## config.mk

```make
export PLATFORM = sky130hd
export DESIGN_NAME = fetch_pc_unit
export DESIGN_NICKNAME = d
export VERILOG_FILES = /design/src/rtl/fetch_pc_unit.sv
export SDC_FILE = /design/constraint.sdc
export NUM_CORES = 1
export LEC_CHECK = 0
export CORE_MARGIN = 1.5
export CORE_UTILIZATION = 52
export CTS_CLUSTER_SIZE = 28
export DETAILED_ROUTE_END_ITERATION = 10
export PLACE_DENSITY_LB_ADDON = 0.2
export SLEW_MARGIN = 20
export SYNTH_ARGS = -nofsm -noshare
export SYNTH_HDL_FRONTEND = slang
export SYNTH_SLANG_ARGS = --single-unit
```

## constraint.sdc

```tcl
create_clock -name clk -period 16.6 [get_ports clk]
set_clock_uncertainty 0.2 [all_clocks]
set_input_delay 2.49 -clock clk [delete_from_list [all_inputs] [get_ports clk]]
set_output_delay 2.49 -clock clk [all_outputs]
set_load 0.02 [all_outputs]
```

## src/rtl/fetch_pc_unit.sv

```systemverilog
// rtl/fetch_pc_unit.sv - IF-stage PC generator with credit-limited fetch requests and in-order instruction queue
module fetch_pc_unit #(
    parameter int unsigned     XLEN         = 64,
    parameter int unsigned     ILEN         = 32,
    parameter int unsigned     INST_BYTES   = 4,
    parameter logic [XLEN-1:0] RESET_VECTOR = '0,
    parameter int unsigned     DEPTH        = 2
) (
    input  logic            clk,
    input  logic            rst,
    input  logic            stall,
    input  logic            redirect_exe,
    input  logic [XLEN-1:0] redirect_exe_pc,
    input  logic            redirect_id,
    input  logic [XLEN-1:0] redirect_id_pc,
    output logic            if_req_valid,
    input  logic            if_req_ready,
    output logic [XLEN-1:0] if_req_addr,
    input  logic            if_resp_valid,
    input  logic [ILEN-1:0] if_resp_inst,
    output logic [XLEN-1:0] pc,
    output logic            out_valid,
    output logic [XLEN-1:0] out_pc,
    output logic [ILEN-1:0] out_inst,
    output logic            busy
);
    localparam int unsigned CW      = $clog2(DEPTH) + 1;
    localparam int unsigned PW      = (DEPTH > 1) ? $clog2(DEPTH) : 1;
    localparam logic [CW:0] CREDITS = (CW+1)'(DEPTH);

    logic [XLEN-1:0] pc_q, pc_d;
    logic [CW-1:0]   outstanding_q, outstanding_d;
    logic [CW-1:0]   kill_cnt_q, kill_cnt_d;
    logic [CW-1:0]   qcount_q, qcount_d;

    logic [XLEN-1:0] tag_mem_q [DEPTH];
    logic [XLEN-1:0] tag_mem_d [DEPTH];
    logic [PW-1:0]   tag_rd_q, tag_rd_d, tag_wr_q, tag_wr_d;

    logic [XLEN-1:0] q_pc_q [DEPTH];
    logic [XLEN-1:0] q_pc_d [DEPTH];
    logic [ILEN-1:0] q_inst_q [DEPTH];
    logic [ILEN-1:0] q_inst_d [DEPTH];
    logic [PW-1:0]   q_rd_q, q_rd_d, q_wr_q, q_wr_d;

    logic            redirect;
    logic [XLEN-1:0] target;
    logic [CW:0]     credits_used;
    logic            fire, resp_fire, resp_drop, push, pop;

    function automatic logic [PW-1:0] ptr_inc(input logic [PW-1:0] p);
        return (p == PW'(DEPTH - 1)) ? '0 : p + 1'b1;
    endfunction

    always_comb begin
        redirect     = redirect_exe | redirect_id;
        target       = redirect_exe ? redirect_exe_pc : redirect_id_pc;
        // Killed-but-owed responses still hold a credit until they come back.
        credits_used = {1'b0, outstanding_q} + {1'b0, qcount_q};
        if_req_valid = ~rst & ~stall & ~redirect & (credits_used < CREDITS);
        fire         = if_req_valid & if_req_ready;
        resp_fire    = if_resp_valid & (outstanding_q != '0);
        resp_drop    = resp_fire & ((kill_cnt_q != '0) | redirect);
        push         = resp_fire & ~resp_drop;
        out_valid    = (qcount_q != '0);
        pop          = out_valid & ~stall & ~redirect;
    end

    assign if_req_addr = pc_q;
    assign pc          = pc_q;
    assign out_pc      = out_valid ? q_pc_q[q_rd_q] : '0;
    assign out_inst    = out_valid ? q_inst_q[q_rd_q] : '0;
    assign busy        = (outstanding_q != '0) | (kill_cnt_q != '0);

    always_comb begin
        pc_d          = pc_q;
        kill_cnt_d    = kill_cnt_q;
        tag_mem_d     = tag_mem_q;
        tag_rd_d      = tag_rd_q;
        tag_wr_d      = tag_wr_q;
        q_pc_d        = q_pc_q;
        q_inst_d      = q_inst_q;
        q_rd_d        = q_rd_q;
        q_wr_d        = q_wr_q;
        outstanding_d = outstanding_q + CW'(fire) - CW'(resp_fire);
        qcount_d      = qcount_q + CW'(push) - CW'(pop);

        if (fire) begin
            tag_mem_d[tag_wr_q] = pc_q;
            tag_wr_d            = ptr_inc(tag_wr_q);
            pc_d                = pc_q + XLEN'(INST_BYTES);
        end

        // Tags of killed requests were flushed, so only live responses pop the tag FIFO.
        if (resp_fire && kill_cnt_q == '0)
            tag_rd_d = ptr_inc(tag_rd_q);
        if (resp_fire && kill_cnt_q != '0)
            kill_cnt_d = kill_cnt_q - 1'b1;

        if (push) begin
            q_pc_d[q_wr_q]   = tag_mem_q[tag_rd_q];
            q_inst_d[q_wr_q] = if_resp_inst;
            q_wr_d           = ptr_inc(q_wr_q);
        end
        if (pop)
            q_rd_d = ptr_inc(q_rd_q);

        if (redirect) begin
            pc_d       = target;
            tag_rd_d   = '0;
            tag_wr_d   = '0;
            q_rd_d     = '0;
            q_wr_d     = '0;
            qcount_d   = '0;
            kill_cnt_d = outstanding_q - CW'(resp_fire);
        end
    end

    always_ff @(posedge clk or posedge rst) begin
        if (rst) begin
            pc_q          <= RESET_VECTOR;
            outstanding_q <= '0;
            kill_cnt_q    <= '0;
            qcount_q      <= '0;
            tag_mem_q     <= '{default: '0};
            tag_rd_q      <= '0;
            tag_wr_q      <= '0;
            q_pc_q        <= '{default: '0};
            q_inst_q      <= '{default: '0};
            q_rd_q        <= '0;
            q_wr_q        <= '0;
        end else begin
            pc_q          <= pc_d;
            outstanding_q <= outstanding_d;
            kill_cnt_q    <= kill_cnt_d;
            qcount_q      <= qcount_d;
            tag_mem_q     <= tag_mem_d;
            tag_rd_q      <= tag_rd_d;
            tag_wr_q      <= tag_wr_d;
            q_pc_q        <= q_pc_d;
            q_inst_q      <= q_inst_d;
            q_rd_q        <= q_rd_d;
            q_wr_q        <= q_wr_d;
        end
    end
endmodule
```

floorplan.png
The bar under the picture is 50 um long. Pins as bars on the die edge. Tap cells in gray.
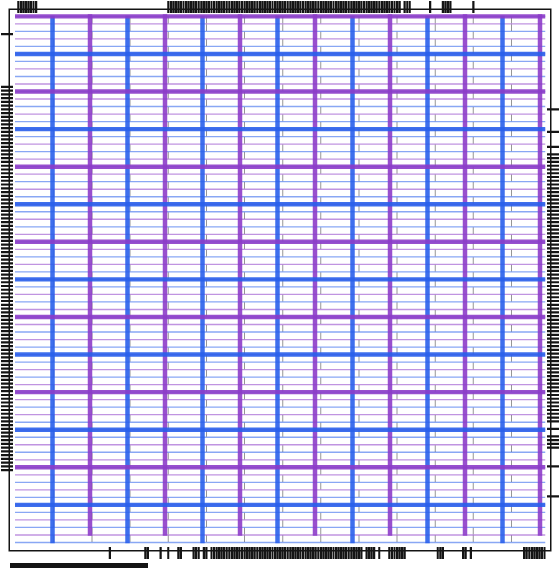
legend:
  VDD:
    color: purple
  VSS:
    color: blue
rows: 70
met4 straps: 14
Peak VDD IR: 82.5 uV
Die H: 195 um

class_map.png
The bar under the picture is 50 um long.
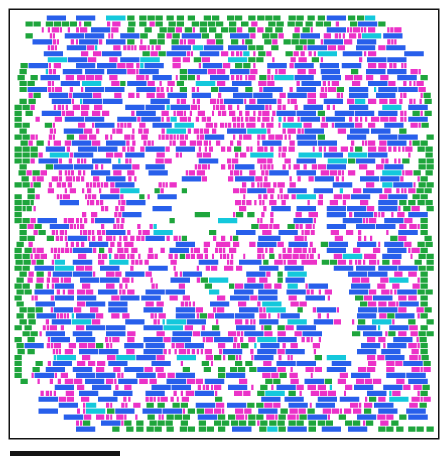
legend:
  remaining logic cells:
    color: magenta
    cells: 1247
  clock drivers and dummy loads:
    color: cyan
    cells: 74
  remaining buffers and delay cells:
    color: green
    cells: 412
  registers:
    color: blue
    cells: 394

clock_wires.png
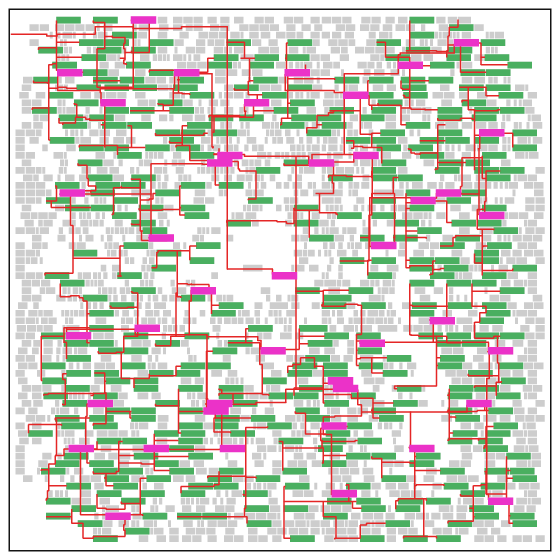
legend:
  clock wires:
    color: red
    length: 4800 um
  clock-net drivers:
    color: magenta
    count: 42
  flip-flops:
    color: green
    count: 394
flops lie: spread over the die
routed clock nets: 43
Clk. pwr: 0.923 mW
Clk network pwr share: 31.9%
clk_lat worst skew: 540 ps

layers.png
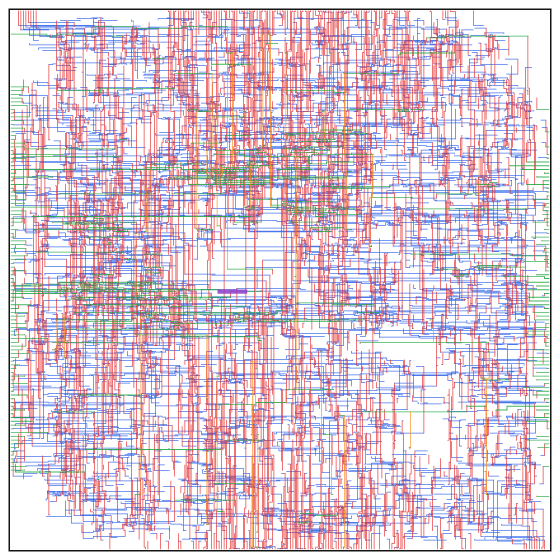
legend:
  M3:
    color: green
    wire_length: 3670 um
  M2:
    color: red
    wire_length: 26.8 mm
  M5:
    color: purple
    wire_length: 9.20 um
  M4:
    color: orange
    wire_length: 1630 um
  M1:
    color: blue
    wire_length: 23.3 mm

congestion_map.png
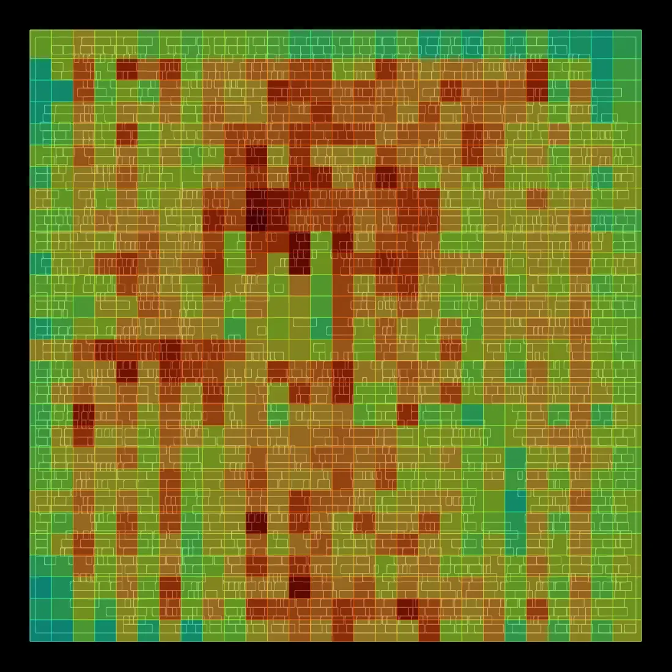
final core utilization: 66.8%
GRT Total Usage: 29.2%
M3 GR Usage: 4.91%

-- power by group through the flow --
| stage | Combinational (mW) | Sequential, mW | Clock, mW |
|---|---|---|---|
| finish | 0.646 | 1.33 | 0.923 |
| global route | 0.715 | 1.36 | 0.980 |
| CTS | 0.651 | 1.33 | 0.939 |
| detailed placement | 0.647 | 1.34 | 0 |
| global placement | 0.623 | 1.33 | 0 |
| floorplan | 0.448 | 1.31 | 0 |
-- worst register-to-register path: stages (launching register included) --
cell and delay (ps):
dfrtp_1 420, and2_1 190, fa_1 420, or3_1 500, nor2_1 150, buf_4 250, inv_2 120, nor2_4 490
buf_4 730, mux2_2 440
-- logic make-up after synthesis --
logic type | Yosys count | synth area share, %
compound gates | 335 | 10.0
mux | 358 | 19.8
fa+ha+maj | 8 | 0.559
flops | 394 | 51.2
buf+inv | 203 | 5.39
xor+xnor | 31 | 1.41
simple gates | 493 | 11.6
-- worst min path at each step --
stage | to | slack (ps)
finish | q_pc_q[58] | 280
global route | q_pc_q[58] | 300
CTS | q_pc_q[41] | 280
detailed placement | q_pc_q[43] | 270
global placement | q_pc_q[59] | 260
floorplan | q_pc_q[0] | 250
-- registers in the layout (all words and copies together), names as in the netlist, 2 cells and up --
register       cells
if_req_addr       64
kill_cnt_q         2
outstanding_q      2
q_inst_q          64
q_pc_q           128
qcount_q           2
tag_mem_q        128
-- final cells by class --
type | count | share of cell area, %
inverter | 22 | 0.390
sequential | 394 | 40.5
timing repair buffer | 412 | 16.8
clock buffer | 65 | 5.12
tap | 468 | 2.40
antenna | 2 | 0.0205
clock inverter | 9 | 0.421
multi-input combinational | 1225 | 34.4
-- metal layers --
metal  GRT usage, %  routed length [um]
met5              0                   9
met4           9.85                1630
met3           4.91                3670
met2           48.8               26800
met1           38.7               23300
==> Slide: Implementation Results <==
Synthesis and Place & Route Summary

Status
  – Status: finished clean

Timing
  – Setup violators final: 0
  – Final hold violations: 0
  – Max Fclk: 134 MHz
  – Max transition margin: between 20 and 30%
  – Hold_ws: 278 ps
  – Final WS setup: slightly above 9000 ps
  – Worst slew pin tran: around 1100 ps
  – Final min period: about 7400 ps

Job
  – Max-Cap Viols: 0
  – Stage-log warning count: 32

Final layout
  – Most numerous logic cells after layout: 392 x dfrtp_1, 391 x clkdlybuf4s50_1, 214 x nor2_1
  – Layout area overhead: 26.6%
  – Filler Cells Inserted: between 2000 and 3000
  – Most frequent logic cell in the layout: dfrtp_1
  – Layout cells sized above 1: 13.5%

Critical path
  – Crit-path leading delay family: buffers and inverters
  – Worst endpoint required time: around 14000 ps
  – CP Max Fanout: roughly 40
  – Buffers & Inverters on Critical Path: 3
  – Crit path to: if_req_valid
  – FF-to-FF Start: outstanding_q[0]
  – Slowest stage cell, crit path: clkdlybuf4s50_1
  – Worst Reg-to-Reg Cells: 9
  – Crit path largest cell delay: 700 ps
  – CP Depth: 5

Hold path
  – Hold Startpoint: q_pc_q[58]
  – HP Class: flip-flop to flip-flop

Synthesis
  – Leading area contributor after synthesis: dfrtp_1
  – Biggest area cells: dfrtp_1 51%, mux2_2 11%, mux2i_1 9.0%
  – Commonest cells post-synth: 394 x dfrtp_1, 218 x nor2_1, 181 x mux2_2
  – Yosys warns: 0
  – Flops out of synthesis: 394
  – Post-synth EDFFs: 0
  – Cell Type Count: 68
  – Cell Area, Synth: ~0.019 mm^2
  – Yosys Chip Area: 0.0193 mm^2

Placed design
  – Dpl ws: just over 9000 ps
  – I/O Buffers: roughly 400

CTS
  – CTS Buf Count: roughly 42
  – CTS Hold Bufs: 0
  – Clk sinks: between 300 and 400
  – CTS H-tree depth: 2
  – Cts repair resizes: 0
  – Clk slew on worst S/H paths: approximately 60 ps
  – CTS tree: built
  – Clk buf depth: 3

GRT
  – Vias in the first global route: ~16000
  – Pin count of the biggest net entering global routing: 163
  – First-pass GRT wire length: between 80 and 90 mm
  – Antenna violations before repair: 3

Power
  – Switching power summed over all nets: 0.849 mW
  – Switch share: approximately 30%
  – Cell-internal power: ~2 mW
  – Comb power frac: between 20% and 30%
  – Overall power: approximately 2.9 mW
  – Reg power frac: 45.9%

Routing
  – # DRC: 0
  – Post-DR vias/cell: a little under 6
  – Pre-antenna DRT Iters: 8
  – Avg WL per Cell: 21.3 um
  – Final wirelength: 55.4 mm

Die
  – FP Core Util: 52.7%
Power and IR drop assume default switching activity.
